==> config.mk <==
export PLATFORM = sky130hd
export DESIGN_NAME = bm_product_normalizer
export DESIGN_NICKNAME = d
export VERILOG_FILES = /design/src/rtl/bm_pkg.sv /design/src/rtl/bm_round_rne.sv /design/src/rtl/bm_product_normalizer.sv
export SDC_FILE = /design/constraint.sdc
export NUM_CORES = 1
export LEC_CHECK = 0
export ABC_AREA = 1
export CORE_ASPECT_RATIO = 1.4
export CORE_MARGIN = 2
export CORE_UTILIZATION = 40
export DETAILED_ROUTE_END_ITERATION = 7
export PLACE_DENSITY = 0.68
export SKIP_LAST_GASP = 1
export SLEW_MARGIN = 10
export SYNTH_ARGS = -nofsm -noshare
export SYNTH_HDL_FRONTEND = slang
export SYNTH_HIERARCHICAL = 1
export SYNTH_SLANG_ARGS = --single-unit
==> constraint.sdc <==
create_clock -name clk -period 1.8 [get_ports clk]
set_input_delay 0.45 -clock clk [delete_from_list [all_inputs] [get_ports clk]]
set_output_delay 0.45 -clock clk [all_outputs]
set_load 0.02 [all_outputs]
==> src/rtl/bm_pkg.sv <==
// Shared block-minifloat helpers: word sizes, product-word field positions and
// representable exponent limits. Used by both the BM multiplier and normalizer.
package bm_pkg;

  function automatic int bm_size(input int e, input int m);
    return 1 + e + m;
  endfunction

  function automatic int p_size(input int e, input int m);
    return 2*m + e + 4;
  endfunction

  // Product word layout: {sign, exp[e:0], man[2m+1:0]}
  function automatic int p_sign_pos(input int e, input int m);
    return p_size(e, m) - 1;
  endfunction

  function automatic int p_exp_lsb(input int m);
    return 2*m + 2;
  endfunction

  function automatic int exp_max(input int e);
    return (1 << (e-1)) - 1;
  endfunction

  function automatic int exp_min(input int e);
    return -(1 << (e-1));
  endfunction

endpackage

==> src/rtl/bm_round_rne.sv <==
// Normalizes a 2m+2 bit product mantissa and rounds it to m bits, nearest-even.
// rc flags a carry out of the kept field, which then reads as zero.
module bm_round_rne #(
  parameter int m = 4
) (
  input  logic [2*m+1:0] man,
  output logic [m-1:0]   keep,
  output logic           norm,
  output logic           rc
);

  logic [2*m-1:0] frac;
  logic           guard, sticky, rnd;
  logic [m:0]     sum;

  always_comb begin
    norm   = man[2*m+1];
    // Product in [2,4): one extra bit shifts out and joins the sticky
    frac   = norm ? man[2*m:1] : man[2*m-1:0];
    guard  = frac[m-1];
    sticky = (|frac[m-2:0]) | (norm & man[0]);
    rnd    = guard & (sticky | frac[m]);
    sum    = {1'b0, frac[2*m-1:m]} + {{m{1'b0}}, rnd};
    keep   = sum[m-1:0];
    rc     = sum[m];
  end

endmodule

==> src/rtl/bm_product_normalizer.sv <==
// Two-stage valid/ready pipeline turning a wide BM product back into BM storage
// format: normalize + RNE in stage 1, re-bias + saturate in stage 2.
module bm_product_normalizer
  import bm_pkg::*;
#(
  parameter  int e          = 3,
  parameter  int m          = 4,
  parameter  int sb_size    = 3,
  parameter  int EXP_OFFSET = 2,
  parameter  int CNT_W      = 16,
  localparam int BM_size    = bm_size(e, m),
  localparam int P_size     = p_size(e, m)
) (
  input  logic               clk,
  input  logic               rst_n,
  input  logic               in_valid,
  output logic               in_ready,
  input  logic [P_size-1:0]  in_prod,
  input  logic               in_exp_ovf,
  input  logic [sb_size-1:0] in_sb,
  output logic               out_valid,
  input  logic               out_ready,
  output logic [BM_size-1:0] out_bm,
  output logic [sb_size-1:0] out_sb,
  output logic               out_ovf,
  output logic               out_unf,
  input  logic               cnt_clr,
  output logic [CNT_W-1:0]   sat_count,
  output logic [CNT_W-1:0]   unf_count
);

  localparam int SGN = p_sign_pos(e, m);
  localparam int EXL = p_exp_lsb(m);
  localparam logic signed [e+1:0] XMAX = (e+2)'(exp_max(e));
  localparam logic signed [e+1:0] XMIN = (e+2)'(exp_min(e));
  localparam logic [CNT_W-1:0]    CNT_MAX = '1;

  logic [2:1] vld_pipe;
  logic       s1_load, s2_load;

  logic               s1_sign, s1_eovf, s1_norm, s1_rc;
  logic [e:0]         s1_exp;
  logic [m-1:0]       s1_keep;
  logic [sb_size-1:0] s1_sb;

  logic [m-1:0] rn_keep;
  logic         rn_norm, rn_rc;

  logic signed [e+1:0] xe;
  logic [BM_size-1:0]  s2_bm;
  logic                s2_ovf, s2_unf;

  bm_round_rne #(.m(m)) u_rne (
    .man  (in_prod[2*m+1:0]),
    .keep (rn_keep),
    .norm (rn_norm),
    .rc   (rn_rc)
  );

  assign s2_load   = vld_pipe[1] & (!vld_pipe[2] | out_ready);
  assign in_ready  = !vld_pipe[1] | !vld_pipe[2] | out_ready;
  assign s1_load   = in_valid & in_ready;
  assign out_valid = vld_pipe[2];

  // e+2 bits holds every exp - offset + 2 without wrapping
  always_comb begin
    xe     = $signed({s1_exp[e], s1_exp}) - (e+2)'(EXP_OFFSET)
             + (e+2)'(s1_norm) + (e+2)'(s1_rc);
    s2_ovf = 1'b0;
    s2_unf = 1'b0;
    s2_bm  = {s1_sign, xe[e-1:0], s1_keep};
    if (s1_eovf || xe > XMAX) begin
      s2_bm  = {s1_sign, XMAX[e-1:0], {m{1'b1}}};
      s2_ovf = 1'b1;
    end else if (xe < XMIN) begin
      s2_bm  = {s1_sign, XMIN[e-1:0], {m{1'b0}}};
      s2_unf = 1'b1;
    end
  end

  always_ff @(posedge clk) begin
    if (!rst_n) begin
      vld_pipe <= '0;
      s1_sign  <= 1'b0;
      s1_eovf  <= 1'b0;
      s1_norm  <= 1'b0;
      s1_rc    <= 1'b0;
      s1_exp   <= '0;
      s1_keep  <= '0;
      s1_sb    <= '0;
      out_bm   <= '0;
      out_sb   <= '0;
      out_ovf  <= 1'b0;
      out_unf  <= 1'b0;
    end else begin
      if (s1_load) begin
        vld_pipe[1] <= 1'b1;
        s1_sign     <= in_prod[SGN];
        s1_exp      <= in_prod[EXL +: e+1];
        s1_eovf     <= in_exp_ovf;
        s1_sb       <= in_sb;
        s1_keep     <= rn_keep;
        s1_norm     <= rn_norm;
        s1_rc       <= rn_rc;
      end else if (s2_load) begin
        vld_pipe[1] <= 1'b0;
      end
      if (s2_load) begin
        vld_pipe[2] <= 1'b1;
        out_bm      <= s2_bm;
        out_sb      <= s1_sb;
        out_ovf     <= s2_ovf;
        out_unf     <= s2_unf;
      end else if (out_ready) begin
        vld_pipe[2] <= 1'b0;
      end
    end
  end

  // Event counters: clear wins over increment, both stick at all-ones
  always_ff @(posedge clk) begin
    if (!rst_n || cnt_clr) begin
      sat_count <= '0;
      unf_count <= '0;
    end else if (out_valid && out_ready) begin
      if (out_ovf && sat_count != CNT_MAX) sat_count <= sat_count + 1'b1;
      if (out_unf && unf_count != CNT_MAX) unf_count <= unf_count + 1'b1;
    end
  end

endmodule
Cell placement:
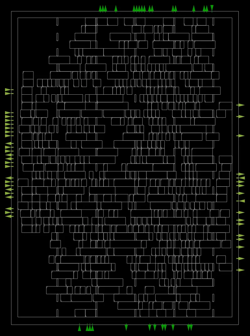
post-route insts no fill: 709
Std-Cell Rows: 39

Metal layers overlaid:
Only two layers are drawn.
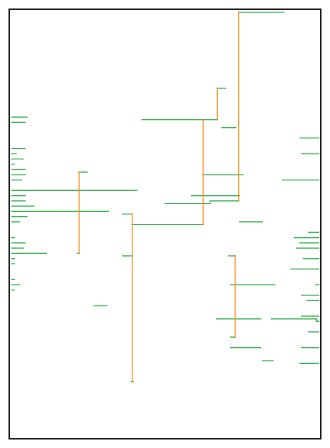
[M4] orange | wire length: 170 um
[M3] green | wire length: 360 um

==> flow_summary_export.csv <==
group,metric,value,unit
synthesis,async_flop_share,0,%
worst_setup_path,crit_path_max_fanout,3,
synthesis,netlist_top_cells_count,"150 x nand2_1, 82 x nor2_1, 62 x dfxtp_1, 49 x inv_1, 39 x a21oi_1",
worst_setup_path,crit_end,"in_ready",
synthesis,ys.flops,62,
detailed_routing,wl_met3,360,um
cells_and_area,num-fill-cells,816,
worst_setup_path,reg2reg_depth,11,
synthesis,ff_type,"dfxtp_1",
synthesis,simple_gate_share,34.67,%
detailed_routing,drc,0,
clocking,cts_hold_buffers,0,
floorplanning,die_w,80.50,um
global_routing,antenna_found_initial,0,
global_routing,grt_max_degree,26,
detailed_routing,firstDrtPassIters,4,
clocking,cts_resized,33,
cells_and_area,diodes,0,
synthesis,ys_cells,500,
global_routing,gr-total-overflow,0,
hold_path,hp-class,"register to register",
placement,port_buffers,70,
placement,dpl-instance-area,0.004284,mm2
timing,finalSetupViolCount,1,
detailed_routing,viasPerCell,4.790,
status,failed_checks,"setup timing",
worst_setup_path,path_class,"input pin to primary output",
detailed_routing,wirelength,8001,um
synthesis,ys_seq_share,37.88,%
worst_setup_path,critPathMaxStageDelay,0.47,ns
pwr,finalPower,0.003547,W
detailed_routing,drtIter0Drc,122,
synthesis,ys_types,29,
pwr,pg_seq,0.00145,W
pwr,p_leak,2.022,nW
detailed_routing,vias,3396,
clocking,clk_pin_slew,0.05,ns
worst_setup_path,worst-path-stages,6,
timing,hold_viol_final,0,
timing,tightest_slew,0.3923,ns
clocking,post-cts-setup-buffers,0,
timing,hold_ws,0.4576,ns
pwr,power_leader,"clock",
pwr,power_density,769.4,mW/mm2
worst_setup_path,r2r-start,"s1_exp[0]",
global_routing,grtUsageMet2,34.06,%
pwr,combinationalPowerShare,11.2,%
worst_setup_path,worstSetupStartpoint,"out_ready",
status,status,"finished with violations",
synthesis,mux_area_share,0,%
clocking,cts_tree,"done",
synthesis,edf_count,0,
clocking,cts_made_buffers,9,
clocking,clock_latency,0.33,ns
synthesis,synthAdderAreaFrac,2.138,%
worst_setup_path,r2r_slack,0.11,ns
clocking,clockBufferDepth,2,
synthesis,yosysMostFrequentCell,"nand2_1",
global_routing,grt_use_met3,3.990,%
worst_setup_path,critPathTopFamily,"buffers and inverters",
timing,setup_tns,-0.05686,ns
global_routing,grt_pass1_vias,3159,
timing,layout_setup_ws,-0.05686,ns
cells_and_area,reg.largest.list,"sat_count (16), unf_count (16), out_bm (8)",
pwr,power.internal,0.002686,W
global_routing,met1_usage,20.14,%
pwr,power.share.clock,47.8,%
worst_setup_path,cp-start-kind,"input pin",
synthesis,synth_chip_area,0.003277,mm2
Sequential cells colored by netlist name:
Other sequential cells in the stronger gray, the rest of the logic in the fainter gray.
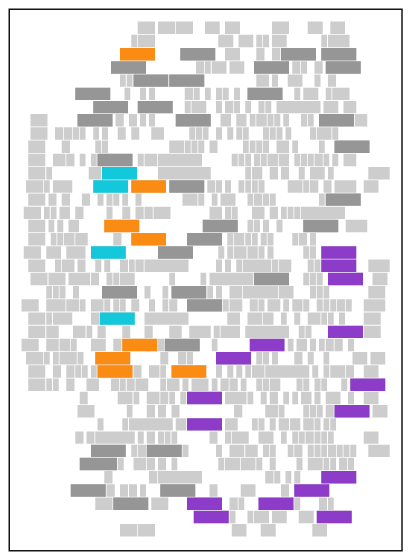
[sat_count] purple | placed flops: 16
[out_bm] orange | placed flops: 8
[s1_keep] cyan | placed flops: 4 | where: west
not colored: 34

Nets reached from selected ports:
Scale bar: 20 um.
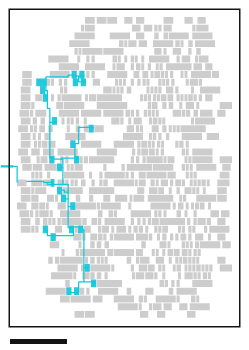
[rst_n] cyan | bits: 1 | direction: input | edge: west | end cells: 26 | buffers: 2 | wire: 194 um

## worst min path at each step
stage / from / slack, ns / cells after the start / endpoint
floorplan: s1_keep[0] / 0.44 / 2 / out_bm[0]
global placement: s1_keep[1] / 0.44 / 2 / out_bm[1]
detailed placement: s1_keep[0] / 0.45 / 2 / out_bm[0]
CTS: s1_keep[1] / 0.46 / 2 / out_bm[1]
global route: s1_keep[2] / 0.48 / 2 / out_bm[2]
finish: s1_keep[0] / 0.46 / 2 / out_bm[0]
## cell type report
class | instances | area (um2) | area share, %
multi-input combinational | 372 | 1788 | 38.78
sequential | 62 | 1242 | 26.95
timing repair buffer | 103 | 943.4 | 20.46
clock buffer | 9 | 225.2 | 4.885
inverter | 54 | 211.5 | 4.586
tap | 102 | 127.6 | 2.768
clock inverter | 7 | 72.57 | 1.574
No activity file was given, so power comes from the tool's default toggle rates.
